<file path="src/rtl/dmem_pkg.sv">
// Shared types and widths for the data-memory responder.
package dmem_pkg;

  localparam int WORD_W        = 64;
  localparam int BYTE_OFFSET_W = 3;
  localparam int CNT_W         = 4;

  typedef enum logic [1:0] {
    S_IDLE = 2'd0,
    S_WAIT = 2'd1,
    S_RESP = 2'd2
  } state_t;

endpackage

</file>
<file path="src/rtl/dmem_responder_if.sv">
// Request/response handshake between the datapath (master) and the memory responder (slave).
interface dmem_responder_if;
  import dmem_pkg::*;

  logic              req_valid;
  logic              req_ready;
  logic              req_write;
  logic [WORD_W-1:0] req_addr;
  logic [WORD_W-1:0] req_wdata;
  logic              rsp_valid;
  logic              rsp_ready;
  logic [WORD_W-1:0] rsp_rdata;
  logic              rsp_err;

  modport master (
    output req_valid, req_write, req_addr, req_wdata, rsp_ready,
    input  req_ready, rsp_valid, rsp_rdata, rsp_err
  );

  modport slave (
    input  req_valid, req_write, req_addr, req_wdata, rsp_ready,
    output req_ready, rsp_valid, rsp_rdata, rsp_err
  );

endinterface

</file>
<file path="src/rtl/dmem_array.sv">
// Word storage: one synchronous write port, one asynchronous read port, no reset.
module dmem_array
  import dmem_pkg::*;
#(
  parameter int DEPTH = 32,
  parameter int IDX_W = $clog2(DEPTH)
) (
  input  logic              clk,
  input  logic              we,
  input  logic [IDX_W-1:0]  waddr,
  input  logic [WORD_W-1:0] wdata,
  input  logic [IDX_W-1:0]  raddr,
  output logic [WORD_W-1:0] rdata
);

  logic [WORD_W-1:0] mem [DEPTH];

  always_ff @(posedge clk) begin
    if (we) begin
      mem[waddr] <= wdata;
    end
  end

  assign rdata = mem[raddr];

endmodule

</file>
<file path="src/rtl/dmem_responder.sv">
// Single-outstanding load/store responder with WAIT_CYCLES wait states and registered response.
// Optional address fault checking is enabled by defining DMEM_ALIGN_CHECK_EN.
module dmem_responder
  import dmem_pkg::*;
#(
  parameter int DEPTH       = 32,
  parameter int WAIT_CYCLES = 2
) (
  input logic             clk,
  input logic             reset_n,
  dmem_responder_if.slave bus
);

  localparam int IDX_W = $clog2(DEPTH);

  state_t             state;
  logic [CNT_W-1:0]   cnt;
  logic               lat_write;
  logic [WORD_W-1:0]  lat_addr;
  logic [WORD_W-1:0]  lat_wdata;
  logic               req_ready_q;
  logic               rsp_valid_q;
  logic               rsp_err_q;
  logic [WORD_W-1:0]  rsp_rdata_q;

  logic [IDX_W-1:0]   idx;
  logic [WORD_W-1:0]  rd_word;
  logic               addr_err;
  logic               commit;
  logic               mem_we;

  assign idx = lat_addr[BYTE_OFFSET_W +: IDX_W];

`ifdef DMEM_ALIGN_CHECK_EN
  assign addr_err = (lat_addr[BYTE_OFFSET_W-1:0] != '0) ||
                    (lat_addr[WORD_W-1:BYTE_OFFSET_W+IDX_W] != '0);
`else
  logic unused_addr_bits;
  assign unused_addr_bits = ^{lat_addr[BYTE_OFFSET_W-1:0], lat_addr[WORD_W-1:BYTE_OFFSET_W+IDX_W]};
  assign addr_err = 1'b0;
`endif

  // The last WAIT edge both commits the store and captures the load word.
  assign commit = (state == S_WAIT) && (cnt == '0);
  assign mem_we = commit && lat_write && !addr_err;

  dmem_array #(
    .DEPTH (DEPTH),
    .IDX_W (IDX_W)
  ) u_array (
    .clk   (clk),
    .we    (mem_we),
    .waddr (idx),
    .wdata (lat_wdata),
    .raddr (idx),
    .rdata (rd_word)
  );

  // WAIT always spans WAIT_CYCLES+1 edges so the response appears WAIT_CYCLES+1 edges after acceptance.
  always_ff @(posedge clk or negedge reset_n) begin
    if (!reset_n) begin
      state       <= S_IDLE;
      cnt         <= '0;
      lat_write   <= 1'b0;
      lat_addr    <= '0;
      lat_wdata   <= '0;
      req_ready_q <= 1'b0;
      rsp_valid_q <= 1'b0;
      rsp_err_q   <= 1'b0;
      rsp_rdata_q <= '0;
    end else begin
      case (state)
        S_IDLE: begin
          if (req_ready_q && bus.req_valid) begin
            lat_write   <= bus.req_write;
            lat_addr    <= bus.req_addr;
            lat_wdata   <= bus.req_wdata;
            cnt         <= CNT_W'(WAIT_CYCLES);
            req_ready_q <= 1'b0;
            state       <= S_WAIT;
          end else begin
            req_ready_q <= 1'b1;
          end
        end
        S_WAIT: begin
          if (cnt == '0) begin
            rsp_valid_q <= 1'b1;
            rsp_err_q   <= addr_err;
            rsp_rdata_q <= (lat_write || addr_err) ? '0 : rd_word;
            state       <= S_RESP;
          end else begin
            cnt <= cnt - 1'b1;
          end
        end
        S_RESP: begin
          if (bus.rsp_ready) begin
            rsp_valid_q <= 1'b0;
            rsp_err_q   <= 1'b0;
            rsp_rdata_q <= '0;
            req_ready_q <= 1'b1;
            state       <= S_IDLE;
          end
        end
        default: begin
          state <= S_IDLE;
        end
      endcase
    end
  end

  assign bus.req_ready = req_ready_q;
  assign bus.rsp_valid = rsp_valid_q;
  assign bus.rsp_err   = rsp_err_q;
  assign bus.rsp_rdata = rsp_rdata_q;

endmodule
</file>
<file path="src/flat_wrapper.sv">
// flat-port wrapper written by rule: the top's interface ports become plain ports
module dmem_responder_flat import dmem_pkg::*;
#(
  parameter int DEPTH       = 32,
  parameter int WAIT_CYCLES = 2
)
  (clk, reset_n, bus_req_valid, bus_req_write, bus_req_addr, bus_req_wdata, bus_rsp_ready, bus_req_ready, bus_rsp_valid, bus_rsp_rdata, bus_rsp_err);
  dmem_responder_if bus_i ();
  input logic clk;
  input logic reset_n;
  input wire logic [$bits(bus_i.req_valid)-1:0] bus_req_valid;
  input wire logic [$bits(bus_i.req_write)-1:0] bus_req_write;
  input wire logic [$bits(bus_i.req_addr)-1:0] bus_req_addr;
  input wire logic [$bits(bus_i.req_wdata)-1:0] bus_req_wdata;
  input wire logic [$bits(bus_i.rsp_ready)-1:0] bus_rsp_ready;
  output wire logic [$bits(bus_i.req_ready)-1:0] bus_req_ready;
  output wire logic [$bits(bus_i.rsp_valid)-1:0] bus_rsp_valid;
  output wire logic [$bits(bus_i.rsp_rdata)-1:0] bus_rsp_rdata;
  output wire logic [$bits(bus_i.rsp_err)-1:0] bus_rsp_err;
  assign bus_i.req_valid = bus_req_valid;
  assign bus_i.req_write = bus_req_write;
  assign bus_i.req_addr = bus_req_addr;
  assign bus_i.req_wdata = bus_req_wdata;
  assign bus_i.rsp_ready = bus_rsp_ready;
  assign bus_req_ready = bus_i.req_ready;
  assign bus_rsp_valid = bus_i.rsp_valid;
  assign bus_rsp_rdata = bus_i.rsp_rdata;
  assign bus_rsp_err = bus_i.rsp_err;
  dmem_responder #(.DEPTH(DEPTH), .WAIT_CYCLES(WAIT_CYCLES)) u_core (.clk(clk), .reset_n(reset_n), .bus(bus_i));
endmodule
</file>
<file path="config.mk">
export PLATFORM = sky130hd
export DESIGN_NAME = dmem_responder_flat
export DESIGN_NICKNAME = d
export VERILOG_FILES = /design/src/rtl/dmem_pkg.sv /design/src/rtl/dmem_responder_if.sv /design/src/rtl/dmem_array.sv /design/src/rtl/dmem_responder.sv /design/src/flat_wrapper.sv
export SDC_FILE = /design/constraint.sdc
export NUM_CORES = 2
export LEC_CHECK = 0
export CAP_MARGIN = 10
export CORE_MARGIN = 1
export CORE_UTILIZATION = 30
export CTS_BUF_LIST = sky130_fd_sc_hd__clkbuf_2
export DETAILED_ROUTE_END_ITERATION = 8
export PLACE_DENSITY = 0.56
export SLEW_MARGIN = 20
export SYNTH_ARGS = -nofsm -noshare
export SYNTH_HDL_FRONTEND = slang
export SYNTH_SLANG_ARGS = --single-unit
export TNS_END_PERCENT = 5
</file>
<file path="constraint.sdc">
create_clock -name clk -period 14.7 [get_ports clk]
set_input_delay 2.205 -clock clk [delete_from_list [all_inputs] [get_ports clk]]
set_output_delay 2.205 -clock clk [all_outputs]
set_load 0.03 [all_outputs]
</file>
Cell classes on the final placement:
Scale bar: 200 µm.
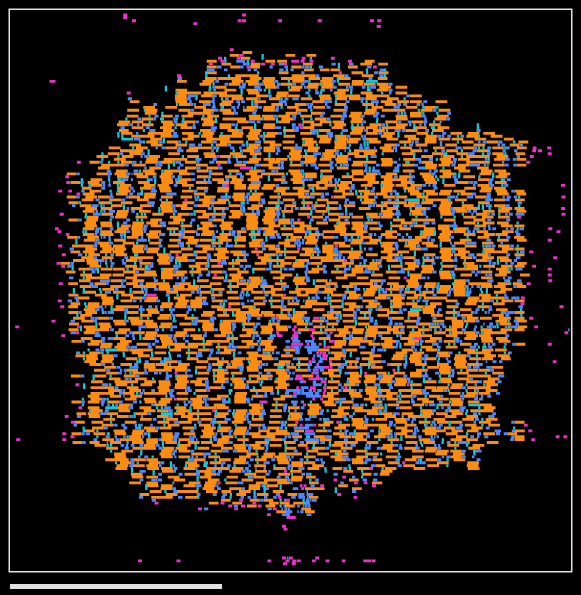
- orange: flops (cells 2190; share of their area 73%)
- blue: combinational and other logic (cells 1958; share of their area 19%)
- magenta: other buffers and delay cells (cells 257; share of their area 2.7%)
- cyan: clock drivers and dummy loads (cells 963; share of their area 5.5%)

==> impl_metrics.yaml <==
# physical design summary
sta:
  slew_headroom_pct: 22.6
  timing.final.ws_setup_ns: 9.33
  grt_setup_unrepaired: "false"
  finalClockPeriodUsage_pct: 36.5
  hold_violations: 0
layout:
  regArea_mm2: 0.0651
  largest_reg_flops: 2048
  clkCellAreaFrac_pct: 5.22
  largest_class: "flip-flops and latches"
  num_antenna_cells: 11
  n_all_inverters: 5
logic_synthesis:
  simple_gate_area_share_pct: 1.83
  synth-edff-count: 2048
  yosys_cells: 4406
  logic_family: "multiplexers"
  yosys.area.top_type: "edfxtp_1"
  yosysSeqAreaShare_pct: 78.3
  synth.ff_latch_count: 2190
critical_path:
  crit_end: "u_core.bus.rsp_rdata[28]"
  rrSetupSlack_ns: 9.33
  critPathArrivalTime_ns: 7.01
  crit_path_end_kind: "register"
power:
  switching_power_mw: 5.66
  p_leak_nw: 32.8
  p_int_mw: 11.1
  p_comb_mw: 3.94
  p_total_mw: 16.8
  seq_power_share_pct: 52.3
cts:
  numCtsBuffers: 577
  clk_latency_ns: 1.77
  postCtsSetupBuffers: 0
  clkTransAtPathRegs_ns: 0.10
  cts_tree: "done"
grt:
  track_usage_pct: 16.0
  busiest_layer: "met2"
status:
  status: "finished clean"
flow_run:
  tool_warnings: 94
placed_design:
  dp_slack_ns: 8.31
floorplan:
  chip_area_mm2: 0.279
Floorplan with the power grid:
Pins as bars on the die edge. Tap cells in gray.
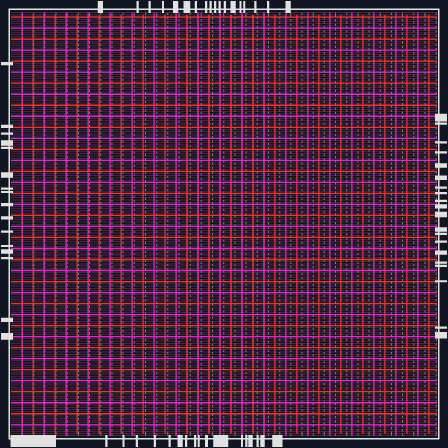
- magenta: VSS
- red: VDD
- rows: 192
- met1 rails: 193
- met4 straps: 38
- met5 straps: 38
Placeable Area: 0.275 mm²
peak supply drop: 0.140 mV
Die Span Y: 528 µm
Die Wd: 528 µm

Power and IR drop assume default switching activity.
